File: src/rtl/cam_uart_bridge.sv
// UART command/status bridge between the host serial link and NUM_CAMS camera managers.
// Optional RX echo of every captured byte: define CAM_UART_ECHO_EN.
module cam_uart_bridge #(
  parameter int NUM_CAMS   = 2,
  parameter int FIFO_DEPTH = 8,
  parameter int CNT_W      = 4
) (
  input  logic                      clock,
  input  logic                      reset,
  input  logic [3:0]                bicR,
  input  logic [3:0]                bicS,
  input  logic [7:0]                dataIn,
  output logic [7:0]                dataOut,
  output logic                      transmit,
  output logic                      load,
  output logic                      cmd_start,
  output logic [NUM_CAMS-1:0]       cmd_download,
  input  logic [NUM_CAMS-1:0]       cam_rtd,
  input  logic [NUM_CAMS-1:0]       cam_busy,
  input  logic [NUM_CAMS*CNT_W-1:0] cam_count,
  output logic                      tx_ovf
);

  localparam int AW = $clog2(FIFO_DEPTH);

  typedef enum logic {P_IDLE, P_IDX} pstate_t;
  typedef enum logic [2:0] {T_IDLE, T_LOAD, T_ARM, T_SEND, T_WAIT} tstate_t;

  pstate_t pstate, pstate_n;
  tstate_t tstate, tstate_n;

  logic                bicr9_q;
  logic                rx_valid;
  logic [7:0]          idx;
  logic                cmd_start_n;
  logic [NUM_CAMS-1:0] dl_n;
  logic                err_set;

  logic                err_pend, err_clr;
  logic [NUM_CAMS-1:0] rtd_prev, rtd_set, rtd_pend, rtd_clr;
  logic [NUM_CAMS-1:0] cnt_diff, cnt_pend, cnt_clr;
  logic [CNT_W-1:0]    last_sent [NUM_CAMS];
  logic                found;
  logic                ovf_hit;

  logic                push, pop, can_push, full, empty;
  logic [7:0]          push_data, head;
  logic [AW:0]         wr_ptr, rd_ptr;
  logic [7:0]          mem [FIFO_DEPTH];

  logic [7:0]          dout_n;
  logic                load_n, tx_n;

`ifdef CAM_UART_ECHO_EN
  logic                echo_pend, echo_clr;
  logic [7:0]          echo_byte;
`endif

  // A byte is taken only on the first cycle bicR reads 9.
  assign rx_valid = (bicR == 4'd9) && !bicr9_q;
  assign idx      = dataIn - 8'h30;

  always_ff @(posedge clock or negedge reset) begin
    if (!reset) begin
      bicr9_q      <= 1'b0;
      pstate       <= P_IDLE;
      cmd_start    <= 1'b0;
      cmd_download <= '0;
    end else begin
      bicr9_q      <= (bicR == 4'd9);
      pstate       <= pstate_n;
      cmd_start    <= cmd_start_n;
      cmd_download <= dl_n;
    end
  end

  always_comb begin
    pstate_n    = pstate;
    cmd_start_n = 1'b0;
    dl_n        = cmd_download;
    err_set     = 1'b0;
    if (rx_valid) begin
      case (pstate)
        P_IDLE: begin
          if (dataIn == 8'h73)      cmd_start_n = 1'b1;
          else if (dataIn == 8'h64) pstate_n = P_IDX;
          else                      err_set = 1'b1;
        end
        P_IDX: begin
          pstate_n = P_IDLE;
          if (idx < 8'(NUM_CAMS)) begin
            for (int unsigned k = 0; k < NUM_CAMS; k++) dl_n[k] = (idx == 8'(k));
          end else begin
            err_set = 1'b1;
          end
        end
      endcase
    end
  end

  assign rtd_set = cam_rtd & ~rtd_prev;

  always_comb begin
    for (int unsigned k = 0; k < NUM_CAMS; k++)
      cnt_diff[k] = cam_busy[k] && (cam_count[k*CNT_W +: CNT_W] != last_sent[k]);
  end

  // Fixed-priority arbiter; a pop this cycle frees a slot in a full FIFO.
  assign can_push = !full || pop;

  always_comb begin
    push      = 1'b0;
    push_data = '0;
    err_clr   = 1'b0;
    rtd_clr   = '0;
    cnt_clr   = '0;
    found     = 1'b0;
`ifdef CAM_UART_ECHO_EN
    echo_clr  = 1'b0;
`endif
    if (can_push) begin
`ifdef CAM_UART_ECHO_EN
      if (echo_pend) begin
        echo_clr  = 1'b1;
        push      = 1'b1;
        push_data = echo_byte;
      end else
`endif
      if (err_pend) begin
        err_clr   = 1'b1;
        push      = 1'b1;
        push_data = 8'h3F;
      end else begin
        for (int unsigned k = 0; k < NUM_CAMS; k++) begin
          if (!found && rtd_pend[k]) begin
            found      = 1'b1;
            rtd_clr[k] = 1'b1;
            push_data  = 8'h67 + 8'(k);
          end
        end
        for (int unsigned k = 0; k < NUM_CAMS; k++) begin
          if (!found && cnt_pend[k]) begin
            found      = 1'b1;
            cnt_clr[k] = 1'b1;
            push_data  = 8'h30 + 8'(cam_count[k*CNT_W +: CNT_W]);
          end
        end
        push = found;
      end
    end
  end

  always_comb begin
    ovf_hit = (err_set && err_pend && !err_clr) || (|(rtd_set & rtd_pend & ~rtd_clr));
`ifdef CAM_UART_ECHO_EN
    ovf_hit = ovf_hit || (rx_valid && echo_pend && !echo_clr);
`endif
  end

  // A flag raised in its own push cycle survives; cnt_pend is dropped on push because the pushed value is current.
  always_ff @(posedge clock or negedge reset) begin
    if (!reset) begin
      err_pend <= 1'b0;
      rtd_prev <= '0;
      rtd_pend <= '0;
      cnt_pend <= '0;
      tx_ovf   <= 1'b0;
      for (int unsigned k = 0; k < NUM_CAMS; k++) last_sent[k] <= '0;
    end else begin
      err_pend <= err_set || (err_pend && !err_clr);
      rtd_prev <= cam_rtd;
      rtd_pend <= rtd_set | (rtd_pend & ~rtd_clr);
      cnt_pend <= ~cnt_clr & (cnt_diff | cnt_pend);
      if (ovf_hit) tx_ovf <= 1'b1;
      for (int unsigned k = 0; k < NUM_CAMS; k++)
        if (cnt_clr[k]) last_sent[k] <= cam_count[k*CNT_W +: CNT_W];
    end
  end

`ifdef CAM_UART_ECHO_EN
  always_ff @(posedge clock or negedge reset) begin
    if (!reset) begin
      echo_pend <= 1'b0;
      echo_byte <= '0;
    end else begin
      echo_pend <= rx_valid || (echo_pend && !echo_clr);
      if (rx_valid && !(echo_pend && !echo_clr)) echo_byte <= dataIn;
    end
  end
`endif

  assign empty = (wr_ptr == rd_ptr);
  assign full  = (wr_ptr[AW] != rd_ptr[AW]) && (wr_ptr[AW-1:0] == rd_ptr[AW-1:0]);
  assign head  = mem[rd_ptr[AW-1:0]];

  always_ff @(posedge clock or negedge reset) begin
    if (!reset) begin
      wr_ptr <= '0;
      rd_ptr <= '0;
    end else begin
      if (push) wr_ptr <= wr_ptr + (AW+1)'(1);
      if (pop)  rd_ptr <= rd_ptr + (AW+1)'(1);
    end
  end

  always_ff @(posedge clock) begin
    if (push) mem[wr_ptr[AW-1:0]] <= push_data;
  end

  always_ff @(posedge clock or negedge reset) begin
    if (!reset) begin
      tstate   <= T_IDLE;
      dataOut  <= 8'h2D;
      load     <= 1'b1;
      transmit <= 1'b0;
    end else begin
      tstate   <= tstate_n;
      dataOut  <= dout_n;
      load     <= load_n;
      transmit <= tx_n;
    end
  end

  // Register updates are attached to the transition into each state so data leads transmit by one cycle.
  always_comb begin
    tstate_n = tstate;
    pop      = 1'b0;
    dout_n   = dataOut;
    load_n   = load;
    tx_n     = transmit;
    case (tstate)
      T_IDLE: begin
        if (!empty) begin
          pop      = 1'b1;
          dout_n   = head;
          load_n   = 1'b0;
          tstate_n = T_LOAD;
        end
      end
      T_LOAD: begin
        tx_n     = 1'b1;
        tstate_n = T_ARM;
      end
      T_ARM: tstate_n = T_SEND;
      T_SEND: begin
        if (bicS == 4'd1) begin
          tx_n     = 1'b0;
          tstate_n = T_WAIT;
        end
      end
      T_WAIT: begin
        if (bicS == 4'd0) begin
          load_n   = 1'b1;
          tstate_n = T_IDLE;
        end
      end
      default: tstate_n = T_IDLE;
    endcase
  end

endmodule
File: config.mk
export PLATFORM = sky130hd
export DESIGN_NAME = cam_uart_bridge
export DESIGN_NICKNAME = d
export VERILOG_FILES = /design/src/rtl/cam_uart_bridge.sv
export SDC_FILE = /design/constraint.sdc
export NUM_CORES = 1
export LEC_CHECK = 0
export CORE_MARGIN = 2
export CORE_UTILIZATION = 50
export DETAILED_ROUTE_END_ITERATION = 6
export PLACE_DENSITY = 0.78
export SETUP_SLACK_MARGIN = 0.05
export SKIP_CTS_REPAIR_TIMING = 1
export SYNTH_ARGS = -nofsm -noshare
export SYNTH_HDL_FRONTEND = slang
export SYNTH_SLANG_ARGS = --single-unit
File: constraint.sdc
create_clock -name clock -period 5.1 [get_ports clock]
set_clock_uncertainty 0.1 [all_clocks]
set_input_delay 1.53 -clock clock [delete_from_list [all_inputs] [get_ports clock]]
set_output_delay 1.53 -clock clock [all_outputs]
set_load 0.005 [all_outputs]
run_1/met1.png
Supply wires on this layer in grey.
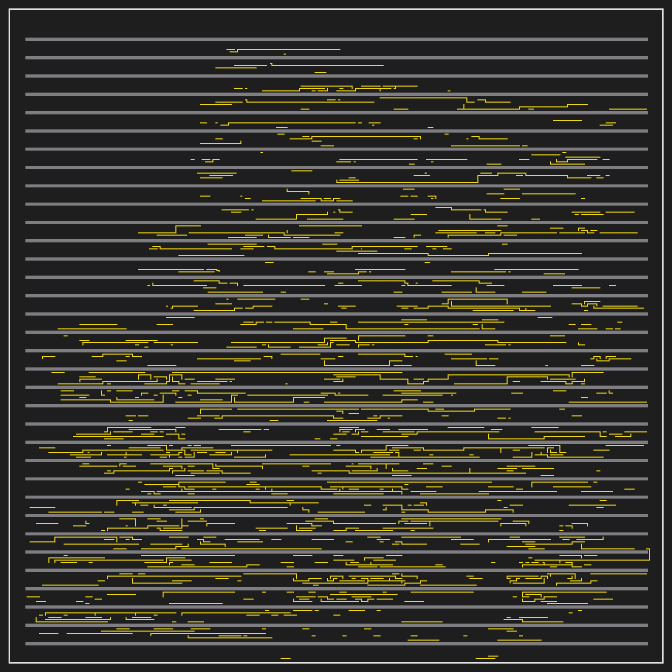
wire length on this layer: 3,420 microns
nets with wire on the layer: 324
main direction: horizontal
longest straight run: 36.3 microns
share of all routed wire: 45%
Detailed Route WL: 7590 microns
Via Count: 2,440
grt met1 use: 0.225

run_1/final_congestion.png
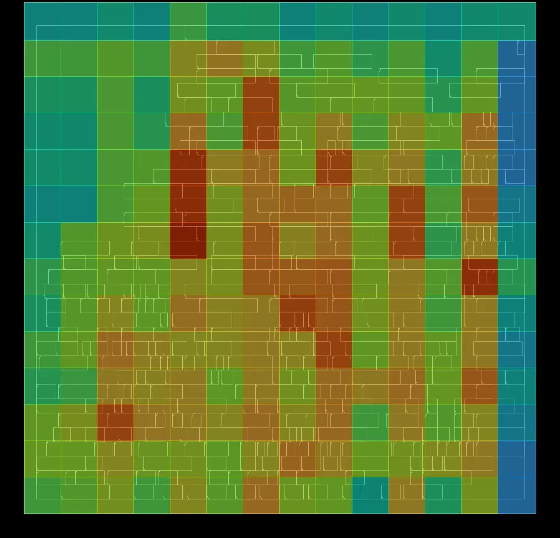
Wirelength per Cell: 17.3 microns
GR peak layer: met2
GR Layer Usage met3: 0.0491
All-Layer GR Usage: 0.173
M2 GR Usage: 0.283

run_1/density.png
10 x 10 tiles, from white (low) to dark blue (high), 0 to 100% covered.
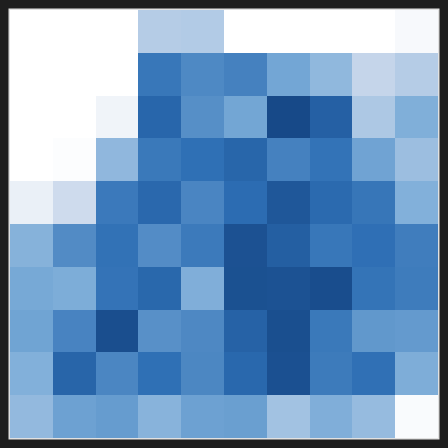
mean over tiles: 52%
emptiest ninth of the die: top left
densest ninth of the die: middle
nearly empty tiles: 14%
tiles over 75% full: 20%
fullest tile: 90%
Core Region: 0.00830 sq mm
Initial Utilization: 0.519
post-layout util: 0.600

## run 1: flip-flops by register name, indices dropped and copies added (netlist names)
name and cells:
cmd_start 1, tx_ovf 1, dataOut 7, err_pend 1, cnt_pend 2, wr_ptr 4, rd_ptr 4, mem 56
cmd_download 2, pstate 1, rtd_prev 2, transmit 1, last_sent 8, load 1, rtd_pend 2, tstate 3
bicr9_q 1
## run 1: path summary, 6_finish.rpt
| path | end | slack [ps] | depth (start not counted) |
|---|---|---|---|
| max | mem[4][0]$_DFFE_PP_ | 1990 | 4 |
| min in group asynchronous | last_sent[2]$_DFFE_PN0P_ | 1170 | 1 |
| max in group asynchronous | dataOut[6]$_DFFE_PN0P_ | 3180 | 1 |
| min reg2reg | dataOut[5]$_DFFE_PN1P_ | 370 | 2 |
| min | dataOut[5]$_DFFE_PN1P_ | 370 | 2 |
| max reg2reg | mem[4][0]$_DFFE_PP_ | 1990 | 4 |
## run 1: cell usage in the layout (no fill, tap or decap), types with 2 or more instances in the layout
| cell type | instances |
|---|---|
| buf_4 | 4 |
| and2b_1 | 2 |
| nor2_1 | 10 |
| a41o_1 | 2 |
| edfxtp_1 | 56 |
| a31oi_1 | 4 |
| clkbuf_8 | 10 |
| and3b_1 | 2 |
| xnor2_1 | 13 |
| mux2i_1 | 7 |
| clkdlybuf4s50_1 | 41 |
| o21ai_4 | 3 |
| dfstp_2 | 5 |
| mux4_2 | 14 |
| xor2_1 | 4 |
| o211ai_1 | 2 |
| xnor2_2 | 2 |
| dfrtp_1 | 36 |
| nor3_1 | 8 |
| nand3_1 | 3 |
| ha_1 | 2 |
| nor3b_1 | 3 |
| o21ai_0 | 10 |
| nand4_1 | 2 |
| a21oi_1 | 6 |
| nand2_1 | 20 |
| inv_1 | 8 |
| mux2_2 | 5 |
| mux2_4 | 6 |
| a211oi_1 | 2 |
| o21ai_1 | 2 |
| nor4b_1 | 2 |
| clkinv_4 | 2 |
## run 1: through the flow
step / hold slack (ps) / setup WS [ps]
floorplan: 354 / 2260
CTS: 376 / 1910
global placement: 353 / 1760
global route: 408 / 1780
finish: 373 / 1990
detailed placement: 363 / 1710
## run 1: critical path, stage by stage, from the launching register on
cell,delay (ps)
dfrtp_1,880
xnor2_1,210
nand3_2,320
o211ai_1,200
nor3_1,990
## run 1: power by group through the flow
stage               Sequential (mW)  Combinational, mW  Clock, mW
global route                   1.39               1.04      0.497
finish                         1.36              0.943      0.452
floorplan                      1.28              0.762          0
global placement               1.36              0.920          0
detailed placement             1.38              0.958          0
CTS                            1.37              0.960      0.465
## run 1: cell families (layout without fill, tap and decap cells)
family / Yosys count / in the layout / synth area share
compound gates: 43 / 43 / 0.0740
xor+xnor: 19 / 19 / 0.0421
fa+ha+maj: 2 / 2 / 0.00581
buf+inv: 22 / 70 / 0.0305
flops: 97 / 97 / 0.630
mux: 32 / 32 / 0.123
other cells: 1 / 1 / 0.000870
simple gates: 69 / 69 / 0.0935
## run 1: layout make-up
class                           count  area share
Clock buffer                       10      0.0277
Timing Repair Buffer               46      0.0895
Inverter                            8     0.00603
Sequential cell                    97       0.545
Multi-Input combinational cell    166       0.297
Clock inverter                      6     0.00830
Tap cell                          105      0.0264
==> results_slide.txt, run 1 <==
Flow Results at a Glance

Synth
  – Post-synth seq share: 0.630
  – Post-Syn Area per Cell: 15.1 sq um
  – Top-count cell post-synth: edfxtp_1
  – Top cells, area: edfxtp_1 (39%), dfrtp_1 (21%), mux4_2 (7.3%)
  – Yosys warnings: 0
  – Chip Area, Yosys: 0.00431 sq mm
  – Cell count listed in synth_stat.txt: around 290
  – Post-synthesis cell area: about 0.0043 sq mm
  – Post-synth top area cell: edfxtp_1
  – Top_reg_cell synth: edfxtp_1
  – Post-synth ARST share: 0.423
  – Post-synth top area share: 0.390
  – Ys flops: 97
  – Post-synthesis instance total: between 200 and 300

Pwr
  – Flop pwr share: 0.494
  – Total power draw: 2.76 mW
  – Pint: about 1.9 mW
  – Leak pwr: between 1.5 and 2 nW
  – Clock share of power: 0.164
  – Combinational power share: 0.342
  – Power per cell area: about 550 mW/mm^2
  – P_sw: 0.901 mW
  – Switch share: 0.327

Place
  – Inst Count DP: between 400 and 500
  – Port Buf Inserts: about 42
  – Routability congestion estimate from global placement: around 0.75
  – Dpl hpwl: roughly 5400 microns

Final timing
  – Max-slew violations: 0
  – Final setup fails: 0
  – Rel. slew slack: 0.155
  – Cycle use final: 0.609
  – Fmax: about 320 MHz
  – Min Tclk post-route: 3110 ps
  – Worst Max-Slew Pin Slew: roughly 1300 ps

Clocking
  – Sink Count: 97
  – Late-Pin Clk Latency: about 360 ps
  – Worst-path clk slew: 90 ps
  – CTS buffer count: 9
  – Clk root buf: clkbuf_8
  – H-tree depth: 3

Detailed routing
  – Routed Antenna Nets: 0
  – Max Used Layer: met4
  – First DRT Iteration DRCs: between 100 and 150
  – TritonRoute pass-1 iters: 4
  – Met2 wire length: approximately 3800 microns
  – Met1 wire length: ~3400 microns
  – Remaining DRCs: 0

GRT
  – Total grt overflow: 0
  – Initial antenna violation count: 0

Outcome
  – Outcome: complete, no violations

Floorplan
  – Die H: roughly 97 microns
  – Die area: between 0.009 and 0.01 sq mm
  – FP Rows: 33
  – Die W: 96.8 microns

Critical path
  – Reg-to-reg startpoint: rd_ptr[1]$_DFFE_PN0P_
  – Crit path DRT: roughly 5000 ps
  – Worst Setup SP: rd_ptr[1]$_DFFE_PN0P_
  – Crit end category: register

Layout
  – Number of fill cells: 646
  – Inserted Diodes: 0
  – Non-Filler Instances: about 440
  – Register Area: 0.00271 sq mm
  – Area growth syn-to-layout: 15.5%

Job
  – Tool Warnings: 26

Hold path
  – HP Start: dataOut[5]$_DFFE_PN1P_
run_1/cell_classes.png
The bar under the picture is 20 microns long. Fill, decap, tap and diode cells in grey.
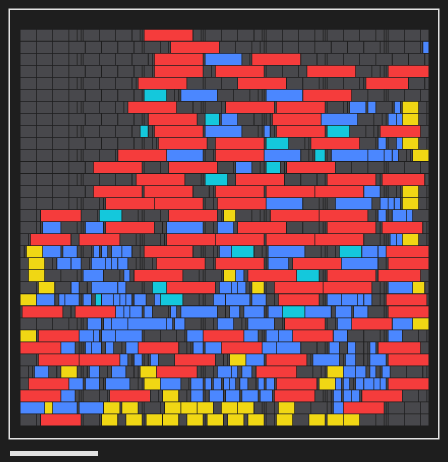

==> run 1 -> run 2 <==
- clock period: 5.1 -> 3 ns (I/O delays scaled with it)
run_2/cell_classes.png
The bar under the picture is 20 microns long. Fill, decap, tap and diode cells in grey.
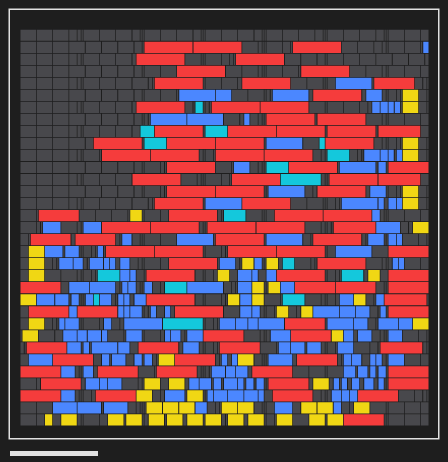
legend:
  yellow:
    class: other buffers and delay cells
    cells: 55
  red:
    class: flip-flops
    cells: 97
  blue:
    class: all other logic
    cells: 174
  cyan:
    class: clock drivers and dummy loads
    cells: 16
post-layout util: 0.609
Finished Cell Area: 0.00505 sq mm
register share of the cell area: 0.537
FP Rows: 33

==> run 2 against run 1 <==
- sequential share of layout area decreased by 0.85 points
- worst hold slack got worse by 3.1 ps
- synthesized cell count unchanged
- final cell count increased by 2.1%
- total power increased by 75%
- clock power increased by 84%
- design area increased by 1.6%
- first-iteration DRC count decreased by 3.9%
- register-to-register slack got worse by 1400 ps
- sequential cell count unchanged
- synthesized area unchanged
- non-clock buffer count increased by 9
- largest cell class unchanged
==> results_slide.txt, run 2 <==
Flow Results at a Glance

Floorplan
  – Die H: ~97 microns
  – Core Region: approximately 0.0083 sq mm
  – Die W: 96.8 microns
  – Initial Utilization: 0.519
  – Die area: 0.00938 sq mm

Pwr
  – Leak pwr: roughly 1.9 nW
  – Flop pwr share: 0.468
  – Pint: between 3 and 4 mW
  – Switch share: 0.317
  – Clock share of power: 0.173
  – P_sw: ~1.5 mW
  – Combinational power share: 0.359
  – Power per cell area: between 900 and 1000 mW/mm^2

Synth
  – Top-count cell post-synth: edfxtp_1
  – Chip Area, Yosys: approximately 0.0043 sq mm
  – Post-synthesis cell area: around 0.0043 sq mm
  – Post-synthesis instance total: 285
  – Post-Syn Area per Cell: 15.1 sq um
  – Post-synth seq share: 0.630
  – Post-synth top area share: 0.390
  – Yosys warnings: 0
  – Post-synth ARST share: 0.423
  – Synth top cells by count: edfxtp_1 (56), dfrtp_1 (36), nand2_1 (20), mux4_2 (14), xnor2_1 (13)
  – Post-synth top area cell: edfxtp_1
  – Top_reg_cell synth: edfxtp_1
  – Top cells, area: edfxtp_1 (39%), dfrtp_1 (21%), mux4_2 (7.3%)
  – Ys flops: roughly 97
  – Cell count listed in synth_stat.txt: between 200 and 300

Outcome
  – Outcome: complete, no violations

Layout
  – Max reg flops: between 50 and 60
  – Most numerous logic cell after layout: edfxtp_1
  – Area growth syn-to-layout: 17.3%
  – Top Layout Cells: edfxtp_1 (56), clkdlybuf4s50_1 (41), dfrtp_1 (36), nand2_1 (20), mux4_2 (14)
  – Non-Filler Instances: 447
  – Inserted Diodes: 0

Critical path
  – Register-to-Register Path Depth: 4
  – CP cell instances: or3_1 > nand2_2 > o21ai_4 > nor3_1
  – Critical Path Sink: mem[3][4]$_DFFE_PP_
  – Slowest cell on the critical path: nor3_1
  – Crit Reg-Reg Endpoint: mem[3][4]$_DFFE_PP_
  – Reg-to-reg startpoint: tstate[2]$_DFFE_PN0P_
  – Worst Setup SP: tstate[2]$_DFFE_PN0P_
  – Max incr delay on CP: 930 ps
  – Crit end category: register
  – Crit path DRT: about 2900 ps
  – Flop2flop setup slack: between 500 and 600 ps

Detailed routing
  – First DRT Iteration DRCs: approximately 99
  – Detailed Route WL: around 7600 microns
  – Remaining DRCs: 0
  – TritonRoute pass-1 iters: 4
  – Wirelength per Cell: between 15 and 20 microns

Final timing
  – Final setup fails: 0
  – Rel. slew slack: 0.215
  – Max-slew violations: 0
  – Hold slack: about 370 ps
  – Worst Max-Slew Pin Slew: 1170 ps
  – Final Hold Fails: 0
  – Fmax: approximately 410 MHz
  – Min Tclk post-route: between 2000 and 2500 ps
  – Worst setup margin: between 500 and 600 ps
  – Cycle use final: 0.817

Place
  – Dpl hpwl: about 5300 microns
  – Routability congestion estimate from global placement: approximately 0.75
  – Setup WS pre-CTS: ~270 ps
  – Inst Count DP: between 400 and 500
  – Port Buf Inserts: roughly 42

Clocking
  – CTS buffer count: 9
  – Worst-path clk slew: roughly 90 ps
  – Sink Count: 97
  – Clk root buf: clkbuf_8
  – H-tree depth: 3

GRT
  – Initial antenna violation count: 0
  – Total grt overflow: 0

Job
  – Tool Warnings: 26
-- run 2: cell counts after synthesis --
No cell type changed its count.
-- run 2: area by class of cell --
cell class	instances	area (sq um)
Clock buffer	13	181
Clock inverter	3	21.3
Fill cell	619	3240
Inverter	8	30.0
Multi-Input combinational cell	166	1460
Sequential cell	97	2710
Tap cell	105	131
Timing Repair Buffer	55	513
-- run 2: cell families after synthesis --
group	share of synthesized area
xor gates and xnor gates	0.0421
AOI/OAI and AO/OA	0.0740
buffers and inverters	0.0305
other	0.000870
DFF	0.630
and+or+nand+nor	0.0935
muxes	0.123
adders and majority gates	0.00581
-- run 2: power by group through the flow --
stage	Clock, mW	Combinational, mW	Sequential [mW]
after global routing	0.900	1.90	2.31
final	0.833	1.73	2.25
after floorplan	0	1.30	2.18
after global placement	0	1.69	2.26
after detailed placement	0	1.75	2.29
after CTS	0.850	1.76	2.26
-- run 2: worst min path at each step --
stage	depth (start not counted)	slack, ps	endpoint	from
floorplan	2	350	dataOut[5]$_DFFE_PN1P_	dataOut[5]$_DFFE_PN1P_
finish	2	370	dataOut[5]$_DFFE_PN1P_	dataOut[5]$_DFFE_PN1P_
detailed placement	2	360	dataOut[5]$_DFFE_PN1P_	dataOut[5]$_DFFE_PN1P_
CTS	2	370	dataOut[5]$_DFFE_PN1P_	dataOut[5]$_DFFE_PN1P_
global placement	2	350	dataOut[5]$_DFFE_PN1P_	dataOut[5]$_DFFE_PN1P_
global route	2	390	dataOut[5]$_DFFE_PN1P_	dataOut[5]$_DFFE_PN1P_
-- run 2: metal layers --
metal  vias up  routed length [microns]  track usage
met3         5                      237       0.0477
met5         -                        0            0
met2        43                     3850        0.283
met1      1240                     3450        0.226
met4         0                       57       0.0401
li1       1178                        -            -
-- run 2: worst max-delay path: cells and delay by family, from the launching register on --
family	cells	cell delay [ps]
simple gates	3	1470
flops	1	430
compound gates	1	60
-- run 2: per-stage QoR --
stage	util	total power, mW
after detailed placement	0.585	4.04
after global placement	0.585	3.95
final	0.609	4.82
after floorplan	-	3.48
after CTS	0.609	4.87
after global routing	0.609	5.11
Power figures rest on the tool's default switching activity, not on a simulated workload.
